==> config.mk <==
export PLATFORM = sky130hd
export DESIGN_NAME = pipe_adder_v
export DESIGN_NICKNAME = d
export VERILOG_FILES = /design/src/rtl/pipe_adder_v.sv
export SDC_FILE = /design/constraint.sdc
export NUM_CORES = 1
export LEC_CHECK = 0
export ABC_CLOCK_PERIOD_IN_PS = 2440
export CAP_MARGIN = 40
export CORE_MARGIN = 5
export CORE_UTILIZATION = 50
export CTS_CLUSTER_SIZE = 40
export DETAILED_ROUTE_END_ITERATION = 10
export DONT_BUFFER_PORTS = 1
export HOLD_SLACK_MARGIN = 0.06
export PLACE_DENSITY = 0.67
export SETUP_SLACK_MARGIN = 0.2
export SYNTH_ARGS = -nofsm -noshare
export SYNTH_HDL_FRONTEND = slang
export SYNTH_SLANG_ARGS = --single-unit
==> constraint.sdc <==
create_clock -name clk -period 2.44 [get_ports clk]
set_input_delay 0.366 -clock clk [delete_from_list [all_inputs] [get_ports clk]]
set_output_delay 0.366 -clock clk [all_outputs]
set_load 0.05 [all_outputs]
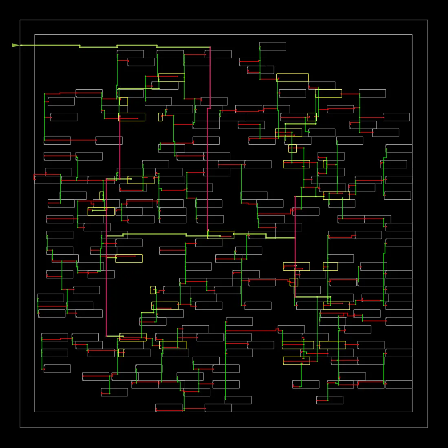
run_1/final_clocks.png
Clock net power: 2.64 mW
Setup Skew: 5.92 ps
Flop Count: 184

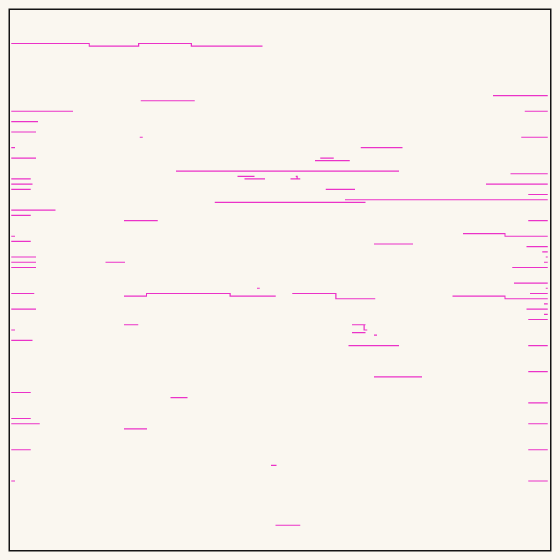
run_1/met3.png
The layer holds 4.1% of the routed length. The layer carries 725 µm of wire. The wires run mostly horizontal. 66 nets have wire on it.
met3 Track Usage GR: 4.10%
final WL: 17600 µm
vias post-DR: 6005

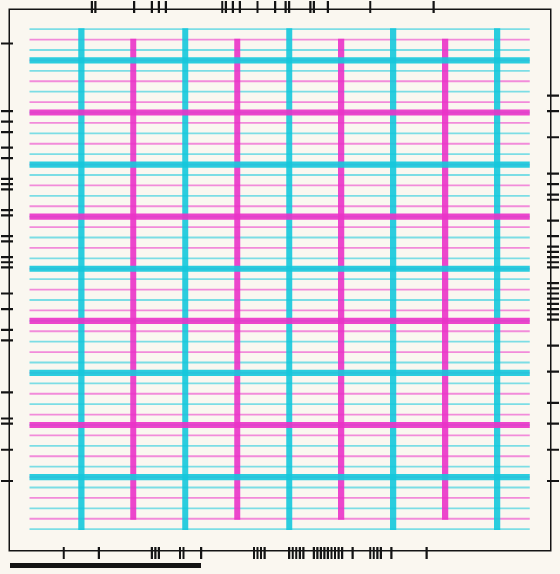
run_1/pdn.png
The bar under the picture is 50 µm long. Pins as bars on the die edge.
Key: VSS = cyan; VDD = magenta
49 met1 rails follow the rows. 9 straps on met4. 105 signal pins sit on the boundary. 9 straps on met5. The core has 48 rows.
VDD IR max: 0.667 mV
DIE HEIGHT: 141 µm
core area: 17100 µm²
Die Width: 141 µm

==> changes_impl.md, run 1 <==
### Implementation results

- # DRC: 0
- Num CTS Buffers: 17
- Critical-path cell list: fa_2 > fa_2 > a211oi_2 > nor2_1 > o31a_1 > o31a_1
- Critical path class: flip-flop to flip-flop
- Antenna cells: 0
- WP data required: roughly 2800 ps
- Period utilisation layout: just over 90%
- Worst reg2reg path depth: 6
- Peak Freq: roughly 450 MHz
- WP buf/inv: 0
- PortBufs: 0
- Synth cell types: ~40
- Clk Tree Root Cell: clkbuf_16
- Die area: 19900 µm²
- Failing checks: hold timing
- Final worst path period need: 2240 ps
- Global-route usage over all layers: a little under a fifth
- Slew Limit Fails: 0
- DP HPWL: between 10000 and 15000 µm
- CTS tree: done
- Status: complete, but fails checks
- Number of global-route vias before repair: about 6000
- P&R area growth vs syn: 11.9%
- Yosys warns: 0
- First-pass GRT wire length: 29700 µm
- Log Warnings: 33
- Initial antenna violation count: 0
- Total gr overflow: 0
- Flop2flop setup slack: roughly 200 ps
- Leading area contributor after synthesis: dfrtp_1
- Final Total Pwr: between 10 and 15 mW
- Hold WC Path Type: primary input to async pin
- Clock slew at the register clock pins of the worst setup and hold paths: roughly 70 ps
- Stages on the worst setup path: 6
- Hold WS: -371 ps
- Synthesized netlist cell count: 925
- Fin nets: around 1000
- Rows: 48
- Yosys Instances: a little over 900
- Sequential fraction of the synthesis area: 53.7%
- Crit path max-delay family: adder cells
- Final hold vios: between 150 and 200
- WP data arrival: approximately 2600 ps
- RSZ-0062 raised after global routing: yes
- Worst-path fanout max: 3
- Slowest-stage cell, CP: fa_2
- Critical path endpoint category: flip-flop
- Hold bufs inserted after CTS: 25
- Cell Area, Synth: between 8000 and 9000 µm²
- Final setup margin: roughly 200 ps
- Worst path max stage delay: 440 ps
[run 1: metrics by stage]
stage                     hold slack (ps)  area [µm²]  util (%)  std cells
final                                -371        9610      56.3       1174
after global placement               77.9        8760      51.3       1116
after CTS                            -384        9580      56.1       1170
after global routing                 -390        9610      56.3       1174
after detailed placement             76.6        8760      51.3       1116
after floorplan                      70.4        8610         -        925
[run 1: per-layer routing]
metal | global-route usage (%) | vias to the layer above | routed length (µm)
met5 | 0 | - | 0
met4 | 5.86 | 0 | 190
met3 | 4.10 | 15 | 725
met2 | 30.3 | 99 | 8570
met1 | 24.5 | 2835 | 8090
li1 | - | 3056 | -
[run 1: kinds of logic after synthesis]
logic type	count (synthesis)	synth area share, %
AND/OR/NAND/NOR	492	23.6
flip-flops	184	53.7
multiplexers	7	0.816
XOR/XNOR	36	3.67
adder cells (fa/ha/maj)	36	5.95
AND-OR/OR-AND	118	9.20
buffers and inverters	52	3.13
[run 1: power by group]
part / total, mW / internal [mW] / switching, mW
Combinational: 4.48 / 1.95 / 2.53
Clock: 2.64 / 1.52 / 1.12
Sequential: 6.22 / 4.40 / 1.82
Total: 13.3 / 7.86 / 5.48
[run 1: layout by cell type (no fill, tap or decap), types with 9 or more instances in the layout]
cell / count
clkbuf_16: 17
nor3b_1: 20
nand2_1: 431
dfrtp_1: 184
xor2_1: 9
a211oi_1: 15
o21ai_0: 46
buf_4: 14
xnor2_1: 27
dlygate4sd3_1: 25
ha_1: 28
[run 1: what timing repair did]
action,in CTS,in global routing
pin swaps,0,1
resized,6,0
hold endpoints to repair,209,184
endpoints found under the setup margin,6,5
buffers inserted,0,4
[run 1: layout make-up]
cell class | count | area [µm²]
flip-flops and latches | 184 | 4600
clock inverters | 8 | 101
well taps | 225 | 282
repair buffers | 42 | 415
inverters | 5 | 21.3
fillers | 1568 | 7450
clock buffers | 21 | 450
multi-input cells | 689 | 3730
## Run 2: what changed since run 1
--- a/config.mk
+++ b/config.mk
@@ -7,14 +7,14 @@
 export LEC_CHECK = 0
 export ABC_CLOCK_PERIOD_IN_PS = 2440
 export CAP_MARGIN = 40
-export CORE_MARGIN = 5
+export CORE_MARGIN = 2
 export CORE_UTILIZATION = 50
 export CTS_CLUSTER_SIZE = 40
 export DETAILED_ROUTE_END_ITERATION = 10
 export DONT_BUFFER_PORTS = 1
 export HOLD_SLACK_MARGIN = 0.06
 export PLACE_DENSITY = 0.67
-export SETUP_SLACK_MARGIN = 0.2
+export SETUP_SLACK_MARGIN = 0.4
 export SYNTH_ARGS = -nofsm -noshare
 export SYNTH_HDL_FRONTEND = slang
 export SYNTH_SLANG_ARGS = --single-unit
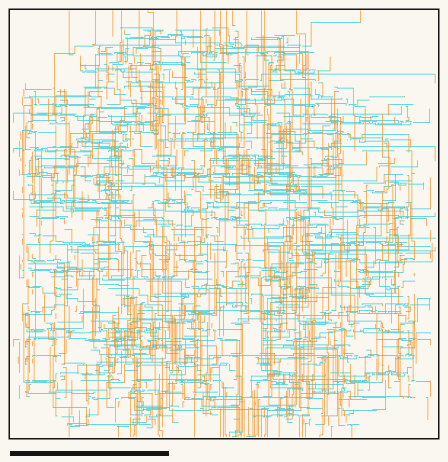
run_2/metal_stack.png
The bar under the picture is 50 µm long. Two of the layers only.
Key: met2 = orange [wire length 8150 µm]; met1 = cyan [wire length 8110 µm]
vias post-DR: 6094
WL/cell: 14.5 µm

==> run 2 against run 1 <==
  * The flow still finishes with violations (hold timing)
  * Clock skew about the same
  * Setup slack better by 28 ps
  * Highest routed layer unchanged
  * Largest cell class unchanged
  * Cell area up 1.7%
  * Combinational power up 7.1%
  * Area after synthesis unchanged
==> changes_impl.md, run 2 <==
### Implementation results

- Worst reg2reg path depth: 6 (unchanged)
- Cell Area, Synth: 8580 µm² (unchanged)
- Die area: 18200 µm² (-8.3%)
- Fin Setup TNS: 0 ps
- Area share of the largest cell type after synthesis: a little over half
- Number of global-route vias before repair: 5753 (-4.6%)
- Antenna cells: 0 (unchanged)
- Sequential fraction of the synthesis area: 53.7% (unchanged)
- Clk buf depth: 2
- Layout cells sized above 1: under 10%
- Log Warnings: 33 (unchanged)
- Final worst path period need: 2210 ps (-27.7 ps)
- Ys flops: between 150 and 200
- Pre-Place Util: 51.4%
- Pre-antenna DRT Iters: 4
- Num CTS Buffers: 17 (unchanged)
- Syn Area/Cell: roughly 9.3 µm²
- Clock sinks: around 180
- Hold WS: -374 ps (-3.11 ps)
- CTS tree: done
- Pleak: between 4 and 5 nW
- Final hold vios: 184 (unchanged)
- Hold WC Path Type: primary input to async pin
- EDFF count, synth: 0
- Peak Freq: 453 MHz (+1.3%)
- Status: complete, but fails checks
- Via density: approximately 5.2
- Initial antenna violation count: 0 (unchanged)
- PD cells: 1420 nW/µm²
- Pin count of the biggest net entering global routing: between 150 and 200
- Max-slew headroom: 63.4%
- Flop2flop setup slack: 230 ps (+30 ps)
- Most frequent logic cell in the layout: nand2_1
- Period utilisation layout: 90.5% (-1.1 points)
- Post-synth ARST share: 100%
- Core area: 16700 µm² (-2.1%)
- H-tree levels: 4
- Fin nets: 1053 (+0.77%)
- VDD IR max: 0.587 mV (-12%)
- Yosys Instances: 925 (unchanged)
- Rows: 47 (-2.1%)
- Setup Skew: 6.19 ps (+0.265 ps)
- Critical path class: flip-flop to flip-flop
- Slew Limit Fails: 0 (unchanged)
- Yosys warns: 0 (unchanged)
- DP HPWL: 11300 µm (-4.6%)
- WP data required: 2760 ps (about the same)
- Iter 0 DRT Violations: roughly 440
- First-pass GRT wire length: 28500 µm (-4.0%)
- DIE HEIGHT: 135 µm (-4.3%)
- Synthesized netlist cell count: 925 (unchanged)
- Synth cell types: 40 (unchanged)
- Total gr overflow: 0 (unchanged)
- Worst-Margin Slew: around 550 ps
- Placer congestion estimate: 0.832
- Dominant logic cell types in the final layout: nand2_1, dfrtp_1, o21ai_0, ha_1, xnor2_1
- Crit path launch type: flip-flop
- Clk Tree Root Cell: clkbuf_16
- Syn nets: between 1000 and 1500
- Clk ins delay skew pair: roughly 430 ps
- Global-route usage over all layers: 19.8% (+1.4 points)
- # DRC: 0 (unchanged)
- Worst-path fanout max: 2 (-1)
- Hold bufs inserted after CTS: 24 (-4.0%)
- Final setup fails: 0
- Leading area contributor after synthesis: dfrtp_1
- WP data arrival: 2530 ps (-20 ps)
- Synth Flop Type: dfrtp_1
- Yosys Chip Area: 8580 µm²
- Max Cap Viol: 0
- Critical path endpoint category: flip-flop
- P&R area growth vs syn: 13.8%
- Final Total Pwr: 13.9 mW (+4.1%)
- PortBufs: 0 (unchanged)
- Most instantiated library cell after synthesis: nand2_1
- RSZ-0062 raised after global routing: yes
- Most frequent cells after synthesis: nand2_1, dfrtp_1, o21ai_0, buf_2, ha_1
- Clock slew at the register clock pins of the worst setup and hold paths: 70 ps (about the same)
- Failing checks: hold timing
- Die Width: 135 µm (-4.3%)
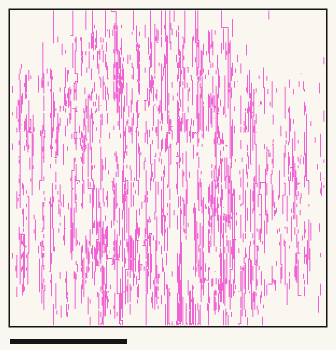
run_2/met2.png
The bar under the picture is 50 µm long.
The wires run mostly vertical. 806 nets have wire on it. The layer carries 8150 µm of wire.
final WL: 17200 µm
global-route met2 utilization: 31.4%

## run 2: layer usage
layer / track usage [%] / part of all wire, % / up-vias / wire length [µm]
li1: - / - / 3080 / -
met1: 27.4 / 47 / 2893 / 8110
met2: 31.4 / 48 / 107 / 8150
met3: 4.39 / 3.9 / 14 / 665
met4: 6.48 / 1.3 / 0 / 215
met5: 0 / 0 / - / 0
## run 2: per-stage QoR
step	setup slack, ps	util, %	instance area [µm²]	cells	hold WS [ps]
2_1_floorplan	15.6	-	8620	925	70.4
3_3_place_gp	167	52.4	8750	1109	77.0
3_5_place_dp	130	52.4	8750	1109	75.7
4_1_cts	246	58.1	9700	1176	-394
5_1_grt	146	58.5	9770	1180	-398
6_report	231	58.5	9770	1180	-374
## run 2: cell type report
cell class	count	area [µm²]
Timing Repair Buffer	49	469
Tap cell	220	275
Clock buffer	20	457
Inverter	5	23.8
Multi-Input combinational cell	690	3770
Clock inverter	12	163
Fill cell	1537	6940
Sequential cell	184	4600
## run 2: cell families (layout without fill, tap and decap cells)
group / count (synthesis) / count (layout) / share of synthesized area [%]
flip-flops: 184 / 184 / 53.7
adder cells (fa/ha/maj): 36 / 36 / 5.95
multiplexers: 7 / 7 / 0.816
AND-OR/OR-AND: 118 / 118 / 9.20
AND/OR/NAND/NOR: 492 / 493 / 23.6
buffers and inverters: 52 / 86 / 3.13
XOR/XNOR: 36 / 36 / 3.67
## run 2: power by group
group	internal [mW]	switching [mW]	leakage (nW)	total, mW
Clock	1.68	1.19	0.298	2.87
Combinational	2.16	2.65	2.24	4.80
Sequential	4.40	1.81	2.22	6.21
## run 2: critical path, stage by stage, from the launching register on
cell	delay, ps
dfrtp_1	410
fa_2	420
fa_2	370
a211oi_2	240
nor2_1	100
o31a_1	280
o31a_1	280
## run 2: repair_timing
action / 4_1_cts / 5_1_grt
pin swaps: 8 / 2
gates cloned: 1 / 0
hold endpoints to repair: 208 / 184
gates resized: 1 / 7
setup buffers: 10 / 4
endpoints found under the setup margin: 7 / 9
Power figures rest on the tool's default switching activity, not on a simulated workload.
